Design classificador_botao, sky130hd; sources not shown.
### PDN straps and rails, run 1

Pins as bars on the die edge.
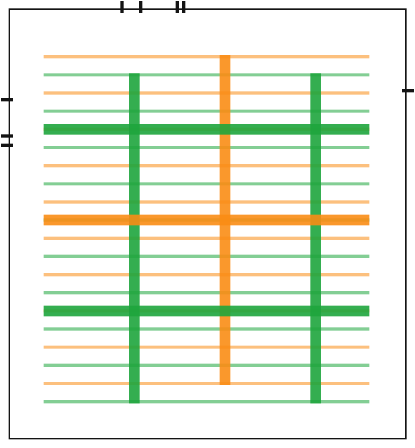
- VSS: green
- VDD: orange
- met4 straps: 3
- signal pins: 8
- met5 straps: 3
die boundary width: 59.2 µm
die span in y: 64.1 µm
maximum ir drop on the vdd rail: 0.000868 V

### Logic cells by family, run 1

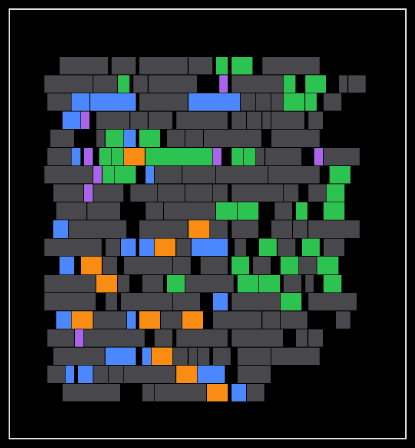
- NOR gates: blue (cells 21)
- XOR/XNOR gates: orange (cells 11)
- inverters: purple (cells 8)
- inverting AOI/OAI gates: green (cells 32)
number of standard cells in the layout, taps in and fillers out: 219
multi-input logic portion of the cell area: 44.5%
highest-count logic cell in the final layout: sky130_fd_sc_hd__dfxtp_2

### Placed cells, one colour a class, run 1

Bar = 20 µm. Fill, decap, tap and diode cells in grey.
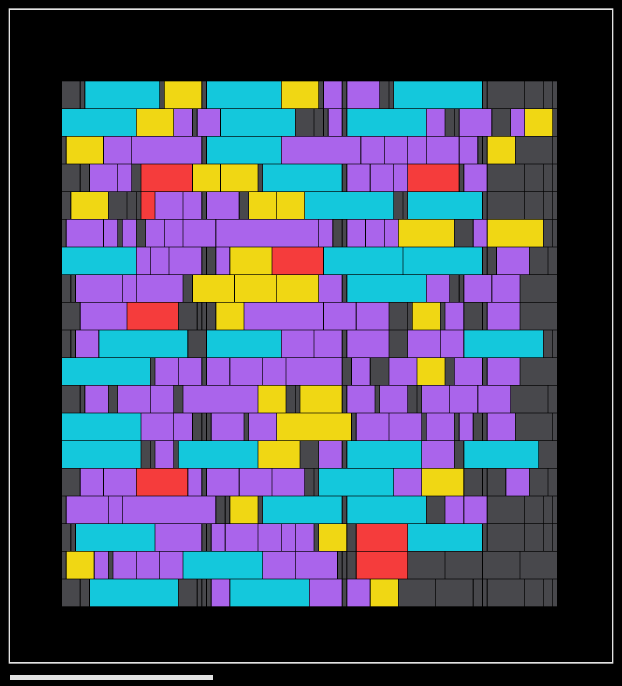
- other buffers and delay cells: yellow (cells 29)
- combinational and other logic: purple (cells 120)
- flops: cyan (cells 31)
- clock drivers and dummy loads: red (cells 8)
number of rows in the core area: 19
final std cell area, no fill: 2000 µm²
Seq area share: 32.8%
Finished Core Util: 79.5%

==> flow_results.org, run 1 <==
#+TITLE: Flow metrics

** Drt
- First drt pass iteration count :: 4
- Per the detail_route report, routed wire per instance is 16.8 µm.
- The script parses the final routing iteration and logs DRC violations as 0.
- The detailed router reported a total wirelength of 3680 µm.
- Dividing the detail-routed via count by the number of cells gives 5.96.
- In this run the top signal layer used is met4.
- In the final routing, the length of wire on met1 measures 1550 µm.
- Starting DRT DRC Count :: 93
- Remaining number of nets flagged by the antenna check after routing :: 0
- Wire segments on met3 add up to 201 µm in the final route.

** Cells and area
- The final antenna diode tally reported by the flow is 0.
- The library cells used most frequently in the layout, excluding fill and tap cells, are sky130_fd_sc_hd__dfxtp_2 (14), sky130_fd_sc_hd__buf_4 (12), sky130_fd_sc_hd__dfxtp_1 (12), sky130_fd_sc_hd__a21oi_2 (11).
- Across the whole layout, storage elements account for 657 µm².
- The filler cells instantiated in the layout total 150.
- The final layout report lists a non-clock inverter count of 8.
- Fraction of layout cells with a size suffix above 1 :: 43.6%
- Flip-flop count of the largest register, all copies and words added :: 25
- Clock network share of area :: 4.99%
- Compared with the post-synthesis result, the final layout area differs by 36.9%.
- Biggest area consumer among cell classes :: combinational gates
- Multi-input gates :: 112
- Per the layout report, the design carries 7 clock buffers.
- Number of nets in the finished design :: 194
- Non-clock buffering overhead :: 14.3%
- Number of non-clock buffers :: 29

** Yosys
- Per Yosys stat, the portion of area used by sequential elements is 42.4%.
- Post-Syn Area per Cell :: 9.21 µm²
- Yosys instantiated no cell more often than sky130_fd_sc_hd__dfxtp_1.
- Most area-hungry cell type in the Yosys netlist :: sky130_fd_sc_hd__dfxtp_1
- Main area contributors after synthesis :: sky130_fd_sc_hd__dfxtp_1 (42%), sky130_fd_sc_hd__xor2_1 (5.4%), sky130_fd_sc_hd__a21oi_1 (4.8%)
- Post-synth net total :: 166
- Per the synth stats, the proportion of register bits with asynchronous set or reset is 0%.
- The cell-mix breakdown from Yosys lists the adder-cell area share as 3.42%.
- Flop and latch count out of synthesis :: 31
- After technology mapping, the gate count stands at 159.
- For reference, compound AND-OR and OR-AND cells occupy 15.0% of the area reported after synthesis.
- Number of synthesized flops with an enable pin :: 0
- Mux share :: 0%
- Of the total synthesized cell area, the portion taken by XOR and XNOR cells is 6.58%.
- The synth_stat.txt file lists the number of cells as 159.
- Basic Gates by Area :: 25.9%
- By count the netlist is led by sky130_fd_sc_hd__dfxtp_1 (31), sky130_fd_sc_hd__a21oi_1 (14), sky130_fd_sc_hd__nor2_1 (14), sky130_fd_sc_hd__xor2_1 (9).
- Number of warnings issued by yosys :: 0
- The synthesized design devotes to its leading area cell type 42.4% of total area.

** Floorplanning
- In this run the count of I/O pins placed on the die edge is 8.
- The core region is 2520 µm².
- Floorplan core density :: 58.1%

** Clock network
- Clock tree from TritonCTS :: done
- Clock transition at the register clock pins on the worst setup and hold paths after CTS :: 0.06 ns
- Number of buffers inserted by hold repair at cts :: 0
- The clock H-tree reported by CTS has 2 levels.
- # resized after CTS :: 39
- For this design, the sink count on the clock tree is 31.
- Clock tree root buffer cell :: sky130_fd_sc_hd__clkbuf_8
- Clock buffer depth :: 2
- The skew report gives the latency at the later pin of the worst-skew pair as 0.29 ns.
- Per the repair_timing log after CTS, setup buffers inserted total 9.
- TritonCTS buffer count :: 5

** STA
- Endpoints with negative setup slack in the final report add up to 28.
- Post-route fraction of the period consumed by the critical path :: 107%
- Worst Setup Slack, final :: -0.106 ns
- The final hold violation count recorded for this run is 0.
- Post-layout minimum cycle time :: 1.71 ns
- Upper clock frequency limit :: 0.586 GHz
- Max-slew violation count :: 0
- RSZ-0062 raised after global routing :: true

** Place
- The HPWL after detailed placement is 1900 µm.
- Worst setup slack before clock tree synthesis :: -0.230 ns
- Input and output buffers added on the ports amount to 6.
- Summing all placed instances gives a cell area of 1580 µm².
- The placement summary gives the final routability congestion estimate as 0.812.

** Power and ir drop
- The clock network burns 44.9% of the power.
- Of all power groups, the one with the highest power is sequential cells.
- Static Leak :: 0.664 nW
- Power density normalized to cell area :: 756 nW/µm²
- Flop+latch power :: 0.773 mW
- The completed layout was analyzed and its total power is 1.51 mW.
- The analysis attributes to net switching a power of 0.332 mW.
- Reported combinational group power :: 0.0610 mW
- Internal power :: 1.18 mW
- Fraction of power spent switching nets :: 21.9%

** Setup path
- Reg2reg path depth :: 6
- Data arrival, critical path :: 1.82 ns
- Maximum net fanout on the critical path :: 6
- Category of the most critical setup path :: flip-flop to flip-flop
- The required time at the worst endpoint is listed as 1.72 ns.
- In this run the register-to-register setup slack is -0.11 ns.
- STA classifies the critical path endpoint as a flip-flop.
- Kind of start point of the critical path :: flip-flop

** Global routing
- Maximum number of pins on one net before global-route repair :: 11
- The global routing stage identified its most utilized layer as met2.
- In the global route stage, met2 resource usage came out at 32.0%.
- Global routing usage on met1 :: 21.7%
- The global routing report lists combined usage of all routing layers as 19.1%.
- The number of antenna violations at the first check in global routing is 0.
- Congestion Overflow GR :: 0
- Met3 usage :: 4.83%
- Via count of the first global-routing pass :: 1254

** Status
- The run finished, with violations left.
- Failing checks :: negative setup slack

** Job
- Warning total across the stage logs :: 31

** Worst hold path
- The min-delay analysis places its worst path in the category flip-flop to flip-flop.
- Along the worst hold path, the cell count comes to 1.
run 1: through the flow:
| stage | cells | hold WS [ns] | setup TNS, ns |
|---|---|---|---|
| global placement | 196 | 0.370 | -5.47 |
| global route | 219 | 0.400 | -4.00 |
| detailed placement | 196 | 0.385 | -5.53 |
| CTS | 215 | 0.396 | -1.97 |
| finish | 219 | 0.387 | -2.37 |
| floorplan | 159 | 0.185 | -0.0982 |
run 1: critical path: stages, from the launching register on:
cell	delay [ns]
sky130_fd_sc_hd__dfxtp_2	0.34
sky130_fd_sc_hd__nor4_2	0.33
sky130_fd_sc_hd__nand4_1	0.24
sky130_fd_sc_hd__o41ai_4	0.27
sky130_fd_sc_hd__buf_6	0.18
sky130_fd_sc_hd__buf_8	0.13
sky130_fd_sc_hd__a21oi_2	0.03
### Sequential cells coloured by netlist name, run 1

Other sequential cells in the stronger grey, the rest of the logic in the fainter grey.
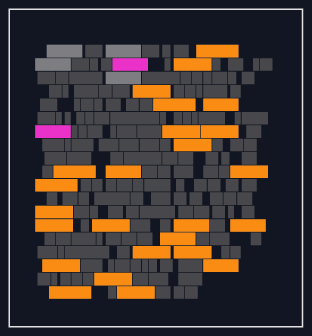

==> run 2: changes to the inputs <==
Settings changed: CORE_UTILIZATION 55 to 40, MAX_ROUTING_LAYER set to met4, PLACE_DENSITY 0.77 to not set, SLEW_MARGIN 20 to not set.
### Sequential cells coloured by netlist name, run 2

Other sequential cells in the stronger grey, the rest of the logic in the fainter grey.
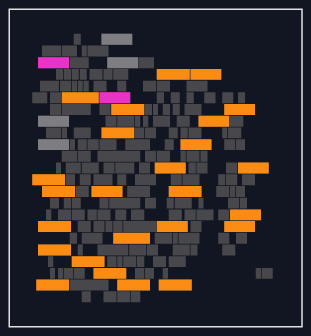
- contador: orange (flops 25)
- estado: magenta (flops 2)
sequential cell area in the final layout: 644 µm²
Seq area share: 32.3%
Finished Core Util: 55.5%
Flop+latch power: 0.779 mW

==> run 2 against run 1 <==
Compared with the run above:
- sequential share of layout area fell by 0.50 points
- worst hold slack better by 0.0042 ns
- clock power decreased by 15%
- the run still ends with negative setup slack left
- critical endpoint is now contador[15]
- global-route usage shrank 3.9 points
- non-clock buffer count increased by 3
- combinational power shrank 3.3%
- sequential cell count did not move
==> flow_results.org, run 2 <==
#+TITLE: Flow metrics

** Yosys
- Basic Gates by Area :: 25.9% (unchanged)
- The number of flip-flops and latches in the synthesized netlist was 31 (unchanged).
- The mean cell area of the mapped netlist was 9.21 µm² (unchanged).
- Instance count of the mapped netlist :: 159 (unchanged)
- The floorplan net count was 166 (unchanged).
- The mux share of post-synthesis cell area was 0% (unchanged).
- Among all cell types in the netlist, the one instantiated most often is sky130_fd_sc_hd__dfxtp_1.
- Area share of the largest cell type after synthesis :: 42.4% (unchanged)
- Count of instantiated cells in the yosys netlist :: 159 (unchanged)
- Per the synthesis report, the dominant area consumer among library cells is sky130_fd_sc_hd__dfxtp_1.
- The proportion of synthesized chip area in sequential cells came to 42.4% (unchanged).
- Number of synthesized flops with an enable pin :: 0 (unchanged)
- Ranked by instance count, the synthesized netlist is headed by sky130_fd_sc_hd__dfxtp_1 (31), sky130_fd_sc_hd__a21oi_1 (14), sky130_fd_sc_hd__nor2_1 (14), sky130_fd_sc_hd__xor2_1 (9).

** STA
- The post-route setup TNS came to -2.59 ns (-0.223 ns).
- Max-slew violation count :: 0 (unchanged)
- Worst Setup Slack, final :: -0.130 ns (-0.0238 ns)
- Final Hold Violation Tally :: 0 (unchanged)
- Setup repair after global routing could not meet its margin everywhere.
- The post-layout minimum cycle time is 1.73 ns (+0.0238 ns).
- The achievable frequency is 0.578 GHz (-1.4%).
- The worst hold margin was 0.391 ns (+0.00416 ns).
- The total setup violations reported at the end of the flow was 28 (unchanged).

** Cells and area
- The number of antenna repair diodes was 0 (unchanged).
- The final cell count without fillers came to 241 (+10%).
- The flip-flop count of the largest register, all copies and words added is 25 (unchanged).
- Compared with the post-synthesis result, the final layout area differs by 36.4%.
- Most instantiated logic cells after routing :: sky130_fd_sc_hd__dfxtp_1 (16), sky130_fd_sc_hd__buf_4 (13), sky130_fd_sc_hd__dfxtp_2 (13), sky130_fd_sc_hd__inv_1 (10), sky130_fd_sc_hd__a21oi_2 (10)
- Per the cell usage report, the commonest logic cell in the layout is sky130_fd_sc_hd__dfxtp_1.
- The final design area excluding fillers is 2000 µm² (-0.37%).
- Fraction of layout cells with a size suffix above 1 :: 40.8% (-2.8 points)
- Number of nets in the finished design :: 197 (+1.5%)
- Tally of filler cells in the layout :: 331 (+120%)

** Drt
- In this run the top signal layer used is met4.
- Average detailed-routed wire length per instance :: 14.6 µm (-13%)
- The met3 routed wirelength came to 128 µm (-36%).
- Wire length after detailed routing :: 3510 µm (-4.8%)
- Remaining number of nets flagged by the antenna check after routing :: 0 (unchanged)
- The residual DRC count is 0 (unchanged).
- The routed metal-1 wirelength was 1480 µm (-4.1%).

** Global routing
- The met3 track demand over resource came to 5.81% (+0.98 points).
- Busiest grt layer :: met2
- Global routing met2 resource utilization :: 23.7% (-8.3 points)
- Total GRT Usage :: 15.2% (-3.9 points)
- The met1 track utilization from global routing was 16.6% (-5.2 points).
- Maximum number of pins on one net before global-route repair :: 11 (unchanged)
- The remaining global-route overflow is 0 (unchanged).
- Initial antenna violation count :: 0 (unchanged)

** Clock network
- Clock tree root buffer cell :: sky130_fd_sc_hd__clkbuf_8
- The number of buffers added to fix hold violations after cts came to 0 (unchanged).
- The number of CTS-inserted buffers is 5 (unchanged).
- The H-tree level count was 2 (unchanged).
- TritonCTS built the clock tree.
- Clock buffer depth :: 2 (unchanged)
- The sink count of the clock tree was 31 (unchanged).
- Clock transition at the register clock pins on the worst setup and hold paths after CTS :: 0.07 ns (about the same)
- Post-CTS setup buffers :: 7 (-2)
- The clock latency of the later-clocked register in the worst-skew pair came to 0.29 ns (about the same).
- # resized after CTS :: 26 (-33%)

** Power and ir drop
- Static Leak :: 0.650 nW (-2.0%)
- The internal power was 1.09 mW (-7.6%).
- Power density normalized to cell area :: 709 nW/µm² (-6.2%)
- Clock Power Share :: 40.8% (-4.1 points)
- The largest part of the power goes to sequential cells.
- The combinational power came to 0.0590 mW (-3.3%).

** Setup path
- The depth of the most critical reg-to-reg path came to 8 (+2).
- By startpoint and endpoint, the worst setup path is classified as flip-flop to flip-flop.
- The largest fanout on the critical path came to 5 (-1).
- Crit. End Element :: flip-flop
- Data arrival, critical path :: 1.85 ns (+0.03 ns)

** Status
- Status :: finished, violations left
- The checks that failed: negative setup slack.

** Floorplanning
- Floorplan core density :: 40.7% (-17 points)
- Number of rows in the core area :: 23 (+4)
- The top-level I/O count was 8 (unchanged).

** Job
- Warning total across the stage logs :: 31 (unchanged)

** Worst hold path
- Worst Hold Class :: flip-flop to flip-flop
- Number of stages on the worst hold path :: 1 (unchanged)

** Place
- The weighted congestion at the end of routability-driven global placement was 0.826 (+1.7%).
- Placed Instance Area :: 1610 µm² (+1.5%)
- The post-placement setup slack was -0.279 ns (-0.0491 ns).
- Number of port buffers :: 6 (unchanged)
- The placed cell count is 215 (+9.7%).
### PDN straps and rails, run 2

Pins as bars on the die edge.
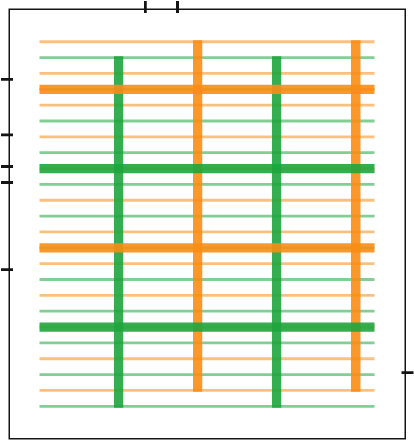
- VSS: green
- VDD: orange
- rows: 23
- signal pins: 8
- met5 straps: 4
- met1 rails: 24
- met4 straps: 4
die boundary width: 67.7 µm
die span in y: 73.5 µm
Floorplan Core Area: 3600 µm²

## run 2: worst max-delay path, stage by stage (launching register included)
cell and delay, ns:
sky130_fd_sc_hd__dfxtp_2 0.35, sky130_fd_sc_hd__and4_1 0.20, sky130_fd_sc_hd__buf_6 0.13, sky130_fd_sc_hd__buf_12 0.11, sky130_fd_sc_hd__nand2_8 0.05, sky130_fd_sc_hd__o41ai_4 0.34
sky130_fd_sc_hd__buf_4 0.20, sky130_fd_sc_hd__buf_6 0.14, sky130_fd_sc_hd__a21oi_2 0.04
## run 2: area by class of cell
class	instances	share of cell area, %
Inverter	8	1.50
Clock inverter	3	0.627
Sequential cell	31	32.3
Timing Repair Buffer	24	11.0
Tap cell	50	3.13
Buffer	8	3.82
Clock buffer	5	3.45
Multi-Input combinational cell	112	44.2
No activity file was given, so power comes from the tool's default toggle rates.
